File: src/rtl/bcd_time_core.sv
// bcd_time_core
//   Timekeeping core for the watch. Counts clk1sec ticks into minutes and
//   hours, decodes hours/minutes into four BCD display digits (12h or 24h),
//   and handles button-driven time/alarm setting plus a timed alarm output.
//
// Ports
//   clk1sec      in   tick clock, all state updates on its rising edge
//   rst          in   asynchronous, active-high reset
//   sel[1:0]     in   00 set time, 01 set alarm (and show alarm), 1x run
//   minbtn       in   +1 minute per cycle while held (no hour carry)
//   tenminbtn    in   +10 minutes per cycle while held (no hour carry)
//   hrbtn        in   +1 hour per cycle while held
//   clrbtn       in   in sel=00, load the reset time
//   alarm_en     in   arms the alarm; low cancels an active alarm
//   tenhrout     out  BCD tens of displayed hour
//   onehrout     out  BCD units of displayed hour
//   tenminout    out  BCD tens of displayed minute
//   oneminout    out  BCD units of displayed minute
//   sec[7:0]     out  tick count within the current minute
//   pm           out  displayed hour >= 12 (12h mode only)
//   minute_pulse out  one cycle high after each natural minute rollover
//   alarm_out    out  alarm active
`timescale 1ns/1ps

module bcd_time_core #(
    parameter int unsigned TICKS_PER_MIN  = 60,
    parameter int unsigned HOUR_MODE_24   = 0,
    parameter int unsigned RST_HOUR       = 12,
    parameter int unsigned RST_MIN        = 0,
    parameter int unsigned RST_ALARM_HOUR = 6,
    parameter int unsigned ALARM_LEN      = 30
) (
    input  logic       clk1sec,
    input  logic       rst,
    input  logic [1:0] sel,
    input  logic       minbtn,
    input  logic       tenminbtn,
    input  logic       hrbtn,
    input  logic       clrbtn,
    input  logic       alarm_en,
    output logic [3:0] tenhrout,
    output logic [3:0] onehrout,
    output logic [3:0] tenminout,
    output logic [3:0] oneminout,
    output logic [7:0] sec,
    output logic       pm,
    output logic       minute_pulse,
    output logic       alarm_out
);

    localparam logic [7:0] LAST_TICK  = 8'(TICKS_PER_MIN - 1);
    localparam logic [7:0] ALARM_CNT  = 8'(ALARM_LEN);
    localparam logic [4:0] RST_HR_V   = 5'(RST_HOUR);
    localparam logic [5:0] RST_MN_V   = 6'(RST_MIN);
    localparam logic [4:0] RST_AL_HR  = 5'(RST_ALARM_HOUR);

    typedef enum logic [2:0] {
        ACT_NONE,
        ACT_CLR,
        ACT_HR,
        ACT_TEN,
        ACT_MIN
    } action_t;

    logic [4:0] hr, al_hr;
    logic [5:0] mn, al_mn;
    logic [7:0] alarm_cnt;

    action_t    act;
    logic       time_set, alarm_set, rollover, fire, cancel;
    logic [4:0] nat_hr;
    logic [5:0] nat_mn;

    function automatic logic [5:0] inc_min(input logic [5:0] m);
        return (m == 6'd59) ? 6'd0 : m + 6'd1;
    endfunction

    // Ten-minute step wraps within the hour and keeps the units digit.
    function automatic logic [5:0] add_ten(input logic [5:0] m);
        return (m >= 6'd50) ? m - 6'd50 : m + 6'd10;
    endfunction

    function automatic logic [4:0] inc_hr(input logic [4:0] h);
        return (h == 5'd23) ? 5'd0 : h + 5'd1;
    endfunction

    function automatic logic [7:0] to_bcd(input logic [5:0] v);
        logic [3:0] tens, ones;
        tens = 4'(v / 6'd10);
        ones = 4'(v % 6'd10);
        return {tens, ones};
    endfunction

    // NOTE: every always_comb output gets a default first so no path leaves
    // a signal unassigned, which would otherwise infer a latch.
    always_comb begin
        act = ACT_NONE;
        if (clrbtn && sel == 2'b00) act = ACT_CLR;
        else if (hrbtn)             act = ACT_HR;
        else if (tenminbtn)         act = ACT_TEN;
        else if (minbtn)            act = ACT_MIN;

        time_set  = (sel == 2'b00) && (act != ACT_NONE);
        alarm_set = (sel == 2'b01) && (act != ACT_NONE);

        // A time-set cycle suppresses the natural advance entirely.
        rollover = !time_set && (sec == LAST_TICK);
        nat_mn   = inc_min(mn);
        nat_hr   = (mn == 6'd59) ? inc_hr(hr) : hr;

        fire   = rollover && alarm_en && (nat_hr == al_hr) && (nat_mn == al_mn);
        cancel = minbtn || tenminbtn || hrbtn || clrbtn || !alarm_en;
    end

    // NOTE: sequential state uses non-blocking assignments so every register
    // samples pre-edge values regardless of statement order.
    always_ff @(posedge clk1sec or posedge rst) begin
        if (rst) begin
            hr           <= RST_HR_V;
            mn           <= RST_MN_V;
            al_hr        <= RST_AL_HR;
            al_mn        <= 6'd0;
            sec          <= 8'd0;
            minute_pulse <= 1'b0;
            alarm_out    <= 1'b0;
            alarm_cnt    <= 8'd0;
        end else begin
            if (time_set) begin
                case (act)
                    ACT_CLR: begin
                        hr <= RST_HR_V;
                        mn <= RST_MN_V;
                    end
                    ACT_HR:  hr <= inc_hr(hr);
                    ACT_TEN: mn <= add_ten(mn);
                    ACT_MIN: mn <= inc_min(mn);
                    default: ;
                endcase
                sec          <= 8'd0;
                minute_pulse <= 1'b0;
            end else if (rollover) begin
                sec          <= 8'd0;
                mn           <= nat_mn;
                hr           <= nat_hr;
                minute_pulse <= 1'b1;
            end else begin
                sec          <= sec + 8'd1;
                minute_pulse <= 1'b0;
            end

            if (alarm_set) begin
                case (act)
                    ACT_HR:  al_hr <= inc_hr(al_hr);
                    ACT_TEN: al_mn <= add_ten(al_mn);
                    ACT_MIN: al_mn <= inc_min(al_mn);
                    default: ;
                endcase
            end

            // Cancel wins over a coincident trigger; the counter reaching
            // zero drops alarm_out, giving exactly ALARM_LEN high cycles.
            if (cancel) begin
                alarm_out <= 1'b0;
                alarm_cnt <= 8'd0;
            end else if (fire) begin
                alarm_out <= 1'b1;
                alarm_cnt <= ALARM_CNT;
            end else if (alarm_out) begin
                alarm_cnt <= alarm_cnt - 8'd1;
                if (alarm_cnt == 8'd1) alarm_out <= 1'b0;
            end
        end
    end

    // Display decode: purely combinational from the registers.
    logic [4:0] disp_hr, shown_hr;
    logic [5:0] disp_mn;
    logic [7:0] hr_bcd, mn_bcd;

    always_comb begin
        disp_hr  = (sel == 2'b01) ? al_hr : hr;
        disp_mn  = (sel == 2'b01) ? al_mn : mn;
        shown_hr = disp_hr;
        pm       = 1'b0;
        if (HOUR_MODE_24 == 0) begin
            pm = (disp_hr >= 5'd12);
            if (disp_hr >= 5'd12) shown_hr = disp_hr - 5'd12;
            if (shown_hr == 5'd0) shown_hr = 5'd12;
        end
        hr_bcd = to_bcd({1'b0, shown_hr});
        mn_bcd = to_bcd(disp_mn);
    end

    assign tenhrout  = hr_bcd[7:4];
    assign onehrout  = hr_bcd[3:0];
    assign tenminout = mn_bcd[7:4];
    assign oneminout = mn_bcd[3:0];

endmodule

File: config.mk
export PLATFORM = sky130hd
export DESIGN_NAME = bcd_time_core
export DESIGN_NICKNAME = d
export VERILOG_FILES = /design/src/rtl/bcd_time_core.sv
export SDC_FILE = /design/constraint.sdc
export NUM_CORES = 1
export LEC_CHECK = 0
export CAP_MARGIN = 15
export CORE_UTILIZATION = 58
export DETAILED_ROUTE_END_ITERATION = 6
export HOLD_SLACK_MARGIN = 0.05
export PLACE_DENSITY = 0.92
export SYNTH_ARGS = -nofsm -noshare
export SYNTH_HDL_FRONTEND = slang
export SYNTH_SLANG_ARGS = --single-unit
File: constraint.sdc
create_clock -name clk1sec -period 5.9 [get_ports clk1sec]
set_input_delay 1.18 -clock clk1sec [delete_from_list [all_inputs] [get_ports clk1sec]]
set_output_delay 1.18 -clock clk1sec [all_outputs]
set_load 0.1 [all_outputs]
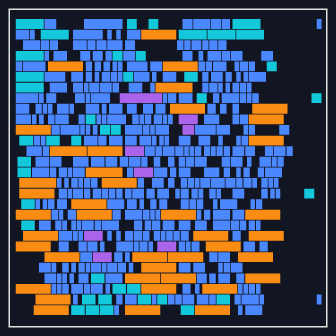
Figure 1: run 1, placed cells, one color a class.
[purple] clock drivers and dummy loads | cells: 8 | share of their area: 2.9%
[blue] all other logic | cells: 390 | share of their area: 61%
[cyan] other buffers and delay cells | cells: 41 | share of their area: 11%
[orange] flip-flops | cells: 40 | share of their area: 24%
Final Cell Area: 4219 um2
Placement Rows: 28

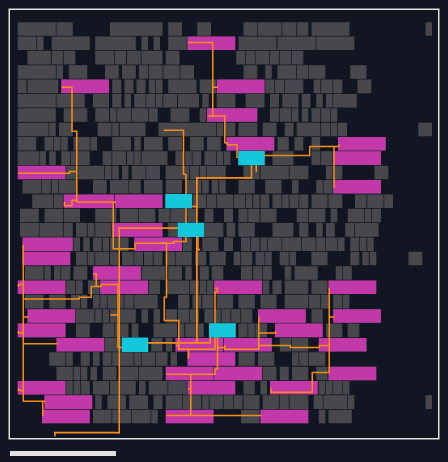
Figure 2: run 1, clock network drawn from the DEF.
Scale bar: 20 um.
[cyan] cells driving clock nets | count: 5
[orange] clock wires | length: 548 um
[magenta] flip-flops | count: 40
routed clock nets: 6
clk ins delay skew pair: 0.30 ns
clock-net power: 0.242 mW
clock network power share: 0.093
largest clock skew in the final design: 0.01706 ns

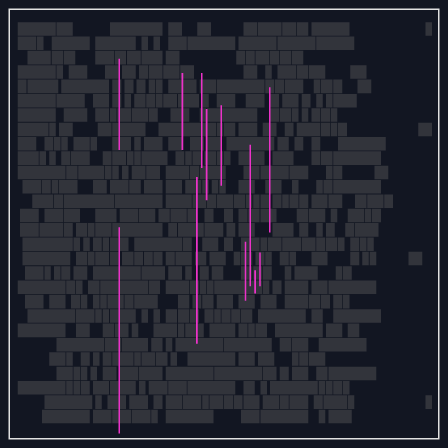
Figure 3: run 1, metal 4.
main direction: vertical
nets with wire on the layer: 12
wire length on this layer: 226 um
total wire length: 9067 um
routed vias: 3571

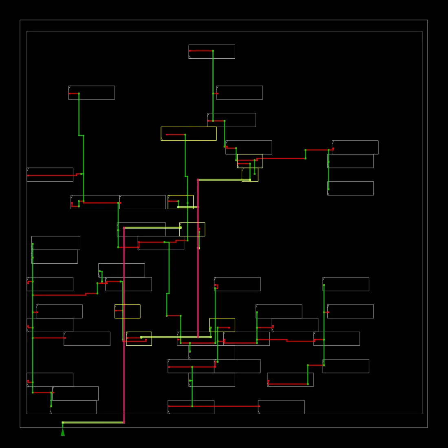
Figure 4: run 1, clock wiring as the flow saved it.
number of clock buffer instances in the layout: 6
Sink Count: 40
number of buffers created by CTS: 5
flop count: 40

## run 1: layout by cell type, fill, tap and decap left out, drive strengths merged, types with 3 or more instances in the layout
master         count
nand4              3
nand3             25
clkdlybuf4s50     18
and3               7
buf               23
or3                4
nor2              43
nor4               6
nor2b              3
a22oi              4
a21o               3
a31oi             10
a211oi             6
xor2              13
xnor2             14
dfrtp             36
conb               3
a21oi             40
a22o               5
mux2               7
o221ai             3
o32ai              3
o31ai              3
o211ai             3
inv               18
o21ai             26
o22ai              5
ha                18
nor3              12
nand2             46
clkbuf             6
mux2i             11
nand2b             9
dfstp              4
## run 1: repair_timing
item,CTS,global route
endpoints found under the setup margin,0,3
buffers inserted,0,0
gates resized,0,2
endpoints found under the hold margin,0,0
## run 1: power by group through the flow
stage / clock network [mW] / registers, mW / logic [mW]
finish: 0.242 / 0.496 / 1.86
floorplan: 0 / 0.477 / 1.36
detailed placement: 0 / 0.495 / 1.85
global route: 0.251 / 0.511 / 1.97
CTS: 0.242 / 0.489 / 1.86
global placement: 0 / 0.491 / 1.81
## run 1: flip-flops by register name, summed over array words and instances (netlist names)
register,count
alarm_cnt,8
sec,8
al_mn,6
mn,6
al_hr,5
hr,5
alarm_out,1
minute_pulse,1
## run 1: per-stage QoR
stage	instances	util	hold WS, ns	setup WS, ns	total power [mW]
5_1_grt	554	0.7043	0.5535	0.06664	2.735
4_1_cts	554	0.7032	0.5203	0.1723	2.591
3_3_place_gp	546	0.6830	0.4989	0.3112	2.300
6_report	554	0.7043	0.5256	0.2772	2.602
2_1_floorplan	454	-	0.5122	0.1745	1.841
3_5_place_dp	546	0.6830	0.5038	0.1964	2.344
==> run notes, run 1 <==
Implementation run completed; key figures follow.

Setup path:
- Traced cell by cell, the critical path runs through clkdlybuf4s50_1 -> nor2b_4 -> mux2i_2 -> inv_1 -> ha_2 -> o21ai_1 -> nand3_1 -> a22o_1 -> ha_1 -> mux2_4 -> o21a_1 -> a21oi_4 -> buf_12.
- The cell family contributing the most delay on the critical path is buffers and inverters.
- The run puts the delay contributed by the slowest stage of the critical path at 0.55 ns.
- The run gives the reg-to-reg critical path endpoint as alarm_cnt[5].
- Counting both buffers and inverters, the worst setup path holds a total of 3.
- The run gives the critical path startpoint as sel[1].
- The run gives the element type at the critical path end as an output pin.
- The run puts the number of cell instances on the worst register-to-register path at 8.
- STA classifies the critical path startpoint as a primary input.

Clock network:
- The run gives the clock tree buffer depth as 2.
- The run puts the clock-pin slew reported for the worst setup and hold paths after clock tree synthesis at 0.08 ns.
- The run gives the clock tree from TritonCTS as built.

Floorplanning:
- The run gives the number of well-tap cells placed as 75.
- The run gives the core utilization at floorplan as 0.6059.
- The run puts the area inside the core boundary at 5991 um2.

Finish:
- The run puts the storage element area at 1006 um2.
- The layout report gives the register share of total cell area as 0.2384.
- Measured on the final layout, the clock distribution area share stands at 0.02877.
- The final antenna diode tally reported by the flow is 0.
- The run gives the multi-input combinational cell area as 2465 um2.
- The run puts the combinational gate count at 372.
- The run gives the final net count as 505.
- The run gives the fraction of standard cell area in multi-input logic as 0.5842.
- The run puts the layout cell share with drive strength beyond 1 at 0.1232.
- The biggest slice of the area belongs to combinational gates.
- The run puts the non-clock inverter instance count of the final layout at 18.

Outcome:
- The flow ran to the end, and the final reports show no timing, DRC or antenna violations.

Run:
- The run puts the tool warning count at 31.
- Across the run, the number of max-cap violations was 0.

Synth:
- The run gives the synthesized-area fraction occupied by ao, oa, aoi and oai cells as 0.2451.
- The run puts the share of synthesized area spent on multiplexers at 0.05515.
- The run gives the area fraction in full adders, half adders and majority gates as 0.06205.
- The run puts the share of synthesized registers carrying an async set or reset at 1.000.
- The run gives the post-synthesis area per instance as 8.030 um2.
- The run gives the number of storage elements in the synthesis netlist as 40.
- Yosys attributes the largest share of cell area to dfrtp_1, ha_1, a21oi_1.
- Of the total synthesized cell area, the portion taken by XOR and XNOR cells is 0.06515.
- The run puts the post-synthesis instance area at 3630 um2.
- The synthesized netlist contains 74 unique library cells.
- For this run, the chip area from Yosys synthesis comes to 3630 um2.

Min path:
- The run gives the end point of the worst hold path as sec[0].
- The run puts the number of instances on the worst hold path at 1.

Routing:
- The run puts the wire length on met1 at 3887 um.
- The run gives the length of the first detailed-routing pass in iterations as 5.
- The run gives the top layer reached by signal wires as met4.
- The run gives the routed length on met3 as 580 um.
- The run gives the total met2 wirelength after detailed routing as 4374 um.
- In the routed layout, each cell is associated on average with a via count of 6.446.
- For this block, the initial DRC count from the detailed router was 323.

Global route:
- For this run, the total global-route usage over all layers was measured as 0.2933.
- The run gives the number of global-route vias before repair as 3231.
- The run gives the routing layer with the top usage in global route as met2.
- The run gives the number of antenna violations at the first check in global routing as 0.
- Routing resource usage on met3 recorded by global route was 0.03483.
- The run gives the first-pass GRT wire length as 15080 um.

STA:
- The run puts the fmax at 0.1778 GHz.
- The run gives the minimum clock period after layout as 5.623 ns.
- The run gives the worst slew margin relative to its limit as 0.3346.
- The run gives the post-route fraction of the period consumed by the critical path as 0.9530.

Pwr:
- The run gives the switching fraction of total power as 0.5637.
- The run puts the maximum ir drop on the vdd rail at 0.0007668 V.
- The run gives the static leakage power as 1.810 nW.

Place:
- The run gives the half-perimeter wire length of the detailed placement result as 6626 um.
- The post-placement cell area is 4091 um2.
Figure 5. Signal metal coverage by tile (run 1).
The die is cut into 16 by 16 equal tiles; dark blue is low, red is high, scaled to the fullest tile. Values are wire area over tile area, all layers added.
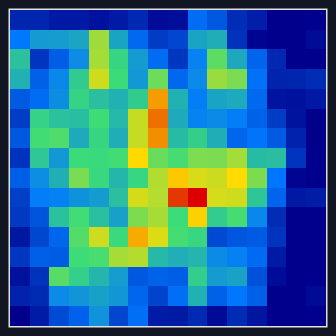

## Run 2: what changed since run 1
--- a/config.mk
+++ b/config.mk
@@ -13,3 +13,4 @@
 export SYNTH_ARGS = -nofsm -noshare
 export SYNTH_HDL_FRONTEND = slang
 export SYNTH_SLANG_ARGS = --single-unit
+export TNS_END_PERCENT = 20
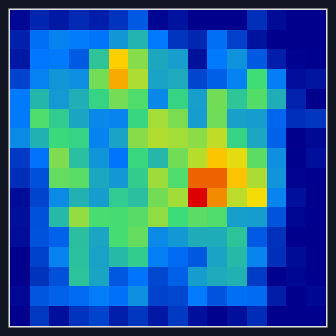
Figure 6: run 2, signal metal coverage by tile.
The die is cut into 16 by 16 equal tiles; dark blue is low, red is high, scaled to the fullest tile. Values are wire area over tile area, all layers added.
nearly empty tiles: 14%
tiles over half the peak: 19%
densest ninth of the die: center
routed vias: 3645
global routing usage summed across all routing layers: 0.2954

==> run 2 against run 1 <==
Effect of this change:
- flip-flop count is the same
- register-to-register slack gained 0.02 ns
- total power shrank 0.16%
- final cell count shrank 0.18%
- worst setup slack lost 0.060 ns
- via count grew 2.1%
- synthesized area is the same
- sequential power grew 1%
- die size is the same
- largest cell class unchanged
- non-clock buffer count shrank 1
==> run notes, run 2 <==
Implementation run completed; key figures follow.

Outcome:
- The run finished with clean final reports.

Synth:
- The run gives the share of synthesized area occupied by flip-flops and latches as 0.2771.
- The synthesized netlist handed to floorplanning was reported with a cell count of 452.
- The run puts the post-synthesis area per instance at 8.030 um2.
- The run puts the number of storage elements in the synthesis netlist at 40.
- The run puts the post-synthesis instance area at 3630 um2.
- The run puts the number of flops mapped to enable cells by yosys at 0.
- The run gives the synthesized chip area reported by yosys as 3630 um2.
- Per the synth stats, the flop cell with the highest instance count is dfrtp_1.
- In the post-synthesis netlist, the cell with the most instances is nand2_1.
- The main area contributors are dfrtp_1, ha_1, a21oi_1.
- The biggest area contributor in the post-synthesis netlist is dfrtp_1.
- The run puts the area share of the largest cell type after synthesis at 0.2482.
- Counting flops with an async set or reset pin after synthesis yields a share of 1.000.
- The run puts the yosys cell count at 452.
- The run gives the count of warnings emitted by yosys as 0.
- The run puts the number of unique standard cell types used by synthesis at 74.

STA:
- Setup repair after global routing left no endpoint under its margin.
- The run gives the final count of pins violating max slew as 0.
- The run puts the final sum of negative setup slack at 0 ns.
- The run gives the post-route fraction of the period consumed by the critical path as 0.9632.
- The run puts the tightest hold margin at 0.5495 ns.
- The run gives the worst slew margin relative to its limit as 0.3399.
- The run gives the final-report setup violation count as 0.
- After layout, the minimum clock period comes to 5.683 ns.
- The run puts the fmax at 0.1760 GHz.
- In the final report, the number of hold violations comes to 0.
- The run gives the slew at the pin closest to its max-slew limit as 0.9870 ns.

Clock network:
- CTS placed an instance of clkbuf_8 at the clock tree root.
- The run puts the number of hold-repair buffers added at the cts stage at 0.
- The run gives the clock-pin slew reported for the worst setup and hold paths after clock tree synthesis as 0.09 ns.
- The run puts the number of gates given a new drive strength after cts at 0.
- The run puts the maximum level of the CTS H-tree at 2.
- The run puts the clock tree buffer depth at 2.
- Buffers inserted during clock tree synthesis total 5.
- The run gives the post-CTS setup repair buffer count as 0.
- CTS saw 40 sinks.
- Per the skew report, the later register of the worst-skew pair sees a clock latency of 0.30 ns.
- TritonCTS built the clock tree.

Routing:
- In the log, the iteration count for the first detailed-route pass is 6.
- The run gives the routed via count divided by cell count as 6.591.
- The detailed router finished its first iteration with 365 violations.
- The run gives the wire length reported by the detailed router as 9272 um.

Setup path:
- The report lists the cells along the critical path as clkdlybuf4s50_1 -> nor2b_4 -> mux2i_2 -> inv_1 -> ha_2 -> o21ai_1 -> nand3_1 -> a22o_1 -> ha_1 -> mux2_4 -> o21a_1 -> a21oi_4 -> buf_12.
- The worst setup path is of the in -> out kind.
- The run gives the count of buffering cells on the critical path with inverters included as 3.
- The run gives the maximum fanout along the worst path as 10.
- The timing report attributes the biggest portion of critical-path delay to buffers and inverters.
- The worst setup path is launched from a primary input.
- The run gives the delay contributed by the slowest stage of the critical path as 0.54 ns.
- At the worst endpoint, the required time is 4.72 ns.
- Per the OpenROAD timing report, the critical path contains 13 cells.
- STA classifies the critical path endpoint as an output pin.
- The run gives the highest-delay cell along the critical path as clkdlybuf4s50_1.
- The run gives the signal arrival time at the worst endpoint as 4.50 ns.
- STA shows the worst reg2reg path with a cell count of 8.

Run:
- In this run the tools logged warnings totalling 32.
- The run gives the max-cap violation count as 0.

Floorplanning:
- The run gives the area inside the core boundary as 5991 um2.
- The run puts the area of the die at 6579 um2.
- The run puts the floorplan row count at 28.
- The floorplan report gives the top-level pin count as 36.
- The run gives the height of the die as 81.11 um.
- The run puts the core utilization at floorplan at 0.6059.
- The floorplan step set the die width to 81.11 um.

Global route:
- The run gives the first-pass GRT wire length as 15080 um.
- The run gives the number of antenna violations at the first check in global routing as 0.
- The run puts the maximum number of pins on one net before global-route repair at 41.
- The run gives the number of global-route vias before repair as 3290.
- The run gives the final global-route overflow total as 0.

Finish:
- The largest registers in the layout are alarm_cnt: 8 flops, sec: 8 flops.
- The run gives the finished layout cell area as 4200 um2.
- The run gives the final net count as 504.
- The run gives the layout cell share with drive strength beyond 1 as 0.1213.
- Leaving out fill and tap cells, the most frequent cell in the layout is nand2_1.
- The run gives the multi-input combinational cell area as 2457 um2.
- The run gives the final core area utilization as 0.7011.
- The run puts the storage element area at 1006 um2.
- The area growth from synthesis to layout is 15.72%.
- In the layout the commonest cells are nand2_1, nor2_1, a21oi_1, dfrtp_1, nand3_1.
- The run puts the antenna cell count at 0.
- Counting the fill cells in the layout gives 462.

Pwr:
- The run puts the static leakage power at 1.807 nW.
- Across the VDD grid, the largest voltage drop is 0.001042 V.
- The run puts the total power divided by cell area at 618.5 nW/um2.

Place:
- The run gives the half-perimeter wire length of the detailed placement result as 6575 um.
- The placement summary gives the final routability congestion estimate as 0.9110.
- The run gives the instance area at placement as 4076 um2.

Min path:
- The worst hold path belongs to the class reg -> reg.
- The report gives the cell count of the worst hold path as 1.
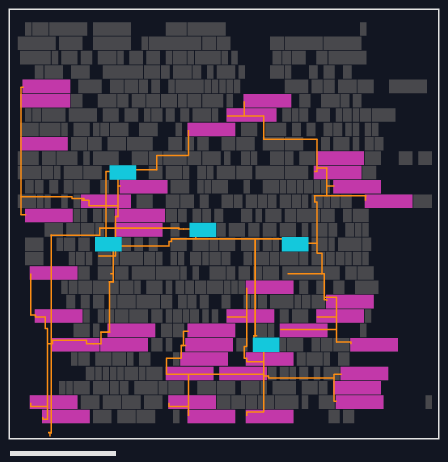
Figure 7: run 2, clock network drawn from the DEF.
Scale bar: 20 um.
[orange] clock wires | length: 515 um
[cyan] cells driving clock nets | count: 5
[magenta] flip-flops | count: 40
flops lie: all over the die
largest clock skew in the final design: 0.01011 ns
clock-net power: 0.235 mW
clock network power share: 0.091

## run 2: cell counts after synthesis
No cell type changed its count.
## run 2: area by class of cell
class,instances,share of cell area
multi-input combinational,372,0.5850
sequential,40,0.2395
timing repair buffer,40,0.1096
tap,75,0.02234
clock buffer,5,0.01638
inverter,18,0.01609
clock inverter,3,0.01102
## run 2: metal layers
layer	part of all wire	GRT usage	vias up
met2	0.47	0.4782	185
met3	0.070	0.04607	39
met5	0	0	-
li1	-	-	1707
met4	0.030	0.1107	0
met1	0.43	0.3963	1714
## run 2: report_power, final
group	total (mW)	switching (mW)	leakage, nW	internal, mW
logic	1.86	1.21	1.24	0.656
registers	0.501	0.165	0.514	0.336
clock network	0.235	0.108	0.0548	0.127
total	2.60	1.48	1.81	1.12
## run 2: through the flow
step                      setup WS, ns  power, mW  cells
after floorplan               -0.03144      1.832    454
after global placement          0.2495      2.291    545
after detailed placement        0.1585      2.338    545
after CTS                      0.07240      2.582    553
after global routing           0.01867      2.722    553
final                           0.2171      2.598    553
## run 2: final timing paths
path                       startpoint      endpoint  slack [ns]
max in group asynchronous         rst         hr[2]        4.20
max reg2reg                     mn[1]  alarm_cnt[6]        2.77
min reg2reg                    sec[0]        sec[0]        0.55
min                            sec[0]        sec[0]        0.55
min in group asynchronous         rst        sec[3]        1.34
max                            sel[1]   onehrout[1]        0.22
## run 2: cell families after synthesis
group	after synthesis	synth area share
simple gates	174	0.2385
compound gates	132	0.2451
buf+inv	42	0.05584
flops	40	0.2771
xor+xnor	27	0.06515
fa+ha+maj	18	0.06205
mux	18	0.05515
other cells	1	0.001033
Figure 8. Clock wiring as the flow saved it (run 2).
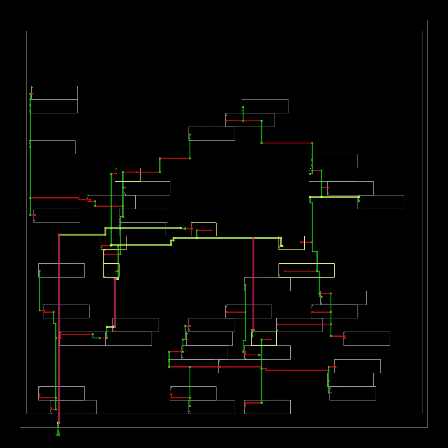

## Run 3: what changed since run 2
--- a/config.mk
+++ b/config.mk
@@ -5,11 +5,11 @@
 export SDC_FILE = /design/constraint.sdc
 export NUM_CORES = 1
 export LEC_CHECK = 0
-export CAP_MARGIN = 15
-export CORE_UTILIZATION = 58
+export CORE_UTILIZATION = 60
+export CTS_BUF_LIST = sky130_fd_sc_hd__clkbuf_4 sky130_fd_sc_hd__clkbuf_8
 export DETAILED_ROUTE_END_ITERATION = 6
 export HOLD_SLACK_MARGIN = 0.05
-export PLACE_DENSITY = 0.92
+export PLACE_DENSITY = 0.94
 export SYNTH_ARGS = -nofsm -noshare
 export SYNTH_HDL_FRONTEND = slang
 export SYNTH_SLANG_ARGS = --single-unit
==> constraint.sdc (replaced) <==
create_clock -name clk1sec -period 6.1 [get_ports clk1sec]
set_input_delay 1.22 -clock clk1sec [delete_from_list [all_inputs] [get_ports clk1sec]]
set_output_delay 1.22 -clock clk1sec [all_outputs]
set_load 0.1 [all_outputs]
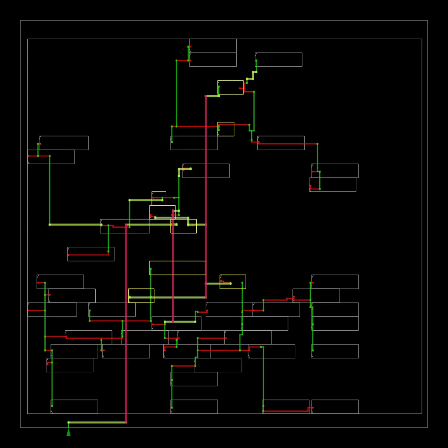
Figure 9: run 3, clock wiring as the flow saved it.
clk ins delay skew pair: 0.31 ns
largest clock skew in the final design: 0.01605 ns
clock-net power: 0.231 mW

==> run 3 against run 2 <==
Effect of this change:
- clock skew grew 0.0059 ns
- largest power group unchanged
- first-iteration DRC count grew 38%
- register-to-register slack gained 0.19 ns
- routed wire length shrank 1.3%
- global-route usage grew 1.5 points
- critical path type unchanged
- non-clock buffer count shrank 5
- synthesized area is the same
- synthesized cell count is the same
- cell area shrank 1.3%
- utilization grew 3.0 points
==> run notes, run 3 <==
Implementation run completed; key figures follow.

STA:
- The run puts the fmax at 0.1686 GHz.
- In the final report, the number of pins over their slew limit comes to 0.
- The final layout reports a setup TNS of 0 ns.

Place:
- Per the post-place timing report, worst setup slack is 0.1296 ns.
- Including well taps, the total number of placed cells is 537.

Global route:
- On met1, the global router reports a usage of 0.4065.
- Summed over all layers, the global routing overflow is 0.
- The run gives the met3 track demand over resource as 0.02857.
- The run gives the all-layer global routing usage as 0.3103.
- The first global-routing pass estimated 15700 um of wire.

Synth:
- The synthesized design spends more area on one cell type than any other, namely dfrtp_1.
- The run gives the number of unique standard cell types used by synthesis as 74.
- The run gives the count of warnings emitted by yosys as 0.
- Of the synthesized area, sequential elements account for 0.2771.
- The run gives the number of flops mapped to enable cells by yosys as 0.
- For reference, the top cells by area after synthesis are dfrtp_1, ha_1, a21oi_1.
- The run puts the share of synthesized area spent on multiplexers at 0.05515.
- The run puts the share of synthesized registers carrying an async set or reset at 1.000.
- The run gives the share of synthesized cell area in and, or, nand and nor gates as 0.2385.
- The run gives the number of storage elements in the synthesis netlist as 40.

Run:
- The run puts the max-cap violation count at 0.

Setup path:
- Max fanout on the critical path was recorded as 10.
- The run gives the worst reg-to-reg setup slack as 2.96 ns.
- The run gives the launching point of the worst reg2reg path as mn[1].
- The run gives the element type at the critical path end as an output pin.

Floorplanning:
- For this configuration, the core starts out at a cell density of 0.6396.
- The die is 79.78 um tall.
- The run gives the area inside the core boundary as 5675 um2.

Clock network:
- The run puts the number of buffers created by CTS at 5.
- The run puts the sink count of the clock tree at 40.

Finish:
- The most common logic cells in the final layout are nand2_1, nor2_1, a21oi_1, dfrtp_1, nand3_1.
- The run puts the final net count at 499.

Outcome:
- The run finished with clean final reports.

Min path:
- The most critical min-delay path falls under reg -> reg.

Pwr:
- The power report attributes to the clock group a share of 0.093.
- The run gives the switching fraction of total power as 0.5700.
- The run gives the portion of total power attributed to combinational logic as 0.715.

Routing:
- The run puts the length of the first detailed-routing pass in iterations at 5.
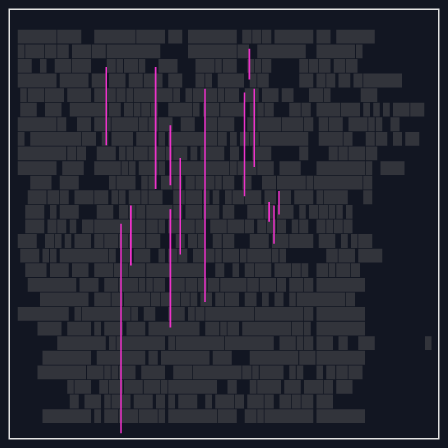
Figure 10: run 3, metal 4.
wire length on this layer: 229 um
longest straight run: 39.4 um
nets with wire on the layer: 14
share of all routed wire: 2.5%
total wire length: 9153 um
routed vias: 3669

==> run 3: cell count changes in the layout (fill, tap and decap cells not counted) <==
cell,previous run,this run
a21oi_4,1,0
clkdlybuf4s50_1,17,19
mux2i_1,9,10
buf_4,13,7
a21oi_2,1,2
mux2i_2,2,1
dlymetal6s2s_1,1,0
==> run 3: metal layers <==
metal | vias to the layer above | part of all wire
li1 | 1692 | -
met5 | - | 0
met3 | 30 | 0.069
met4 | 0 | 0.025
met2 | 204 | 0.50
met1 | 1743 | 0.41
==> run 3: how the worst max path moves through the flow <==
stage / endpoint / slack (ns) / depth (start not counted) / from
2_1_floorplan: onehrout[1] / 0.08 / 10 / sel[0]
3_3_place_gp: onehrout[1] / 0.25 / 13 / sel[0]
3_5_place_dp: onehrout[1] / 0.13 / 13 / sel[0]
4_1_cts: onehrout[1] / 0.13 / 13 / sel[0]
5_1_grt: onehrout[1] / 0.01 / 13 / sel[0]
6_report: onehrout[1] / 0.17 / 13 / sel[0]
==> run 3: critical path, delay by kind of cell <==
family                   cells  cell delay (ns)
multiplexers                 2             0.64
buffers and inverters        3             0.95
AND-OR/OR-AND                4             0.83
AND/OR/NAND/NOR              2             0.37
adder cells (fa/ha/maj)      2             0.68
==> run 3: cell type report <==
type	count	area [um2]	share of cell area
clock buffer	5	68.82	0.01659
sequential	40	1006	0.2425
tap	72	90.09	0.02172
inverter	18	67.56	0.01629
timing repair buffer	35	422.9	0.1020
clock inverter	3	46.29	0.01116
multi-input combinational	372	2446	0.5897
==> run 3: power groups by stage <==
stage	logic, mW	registers [mW]	clock network (mW)
finish	1.78	0.480	0.231
global route	1.89	0.493	0.240
CTS	1.78	0.474	0.228
detailed placement	1.77	0.479	0
global placement	1.72	0.473	0
floorplan	1.31	0.461	0
No activity file was given, so power comes from the tool's default toggle rates.
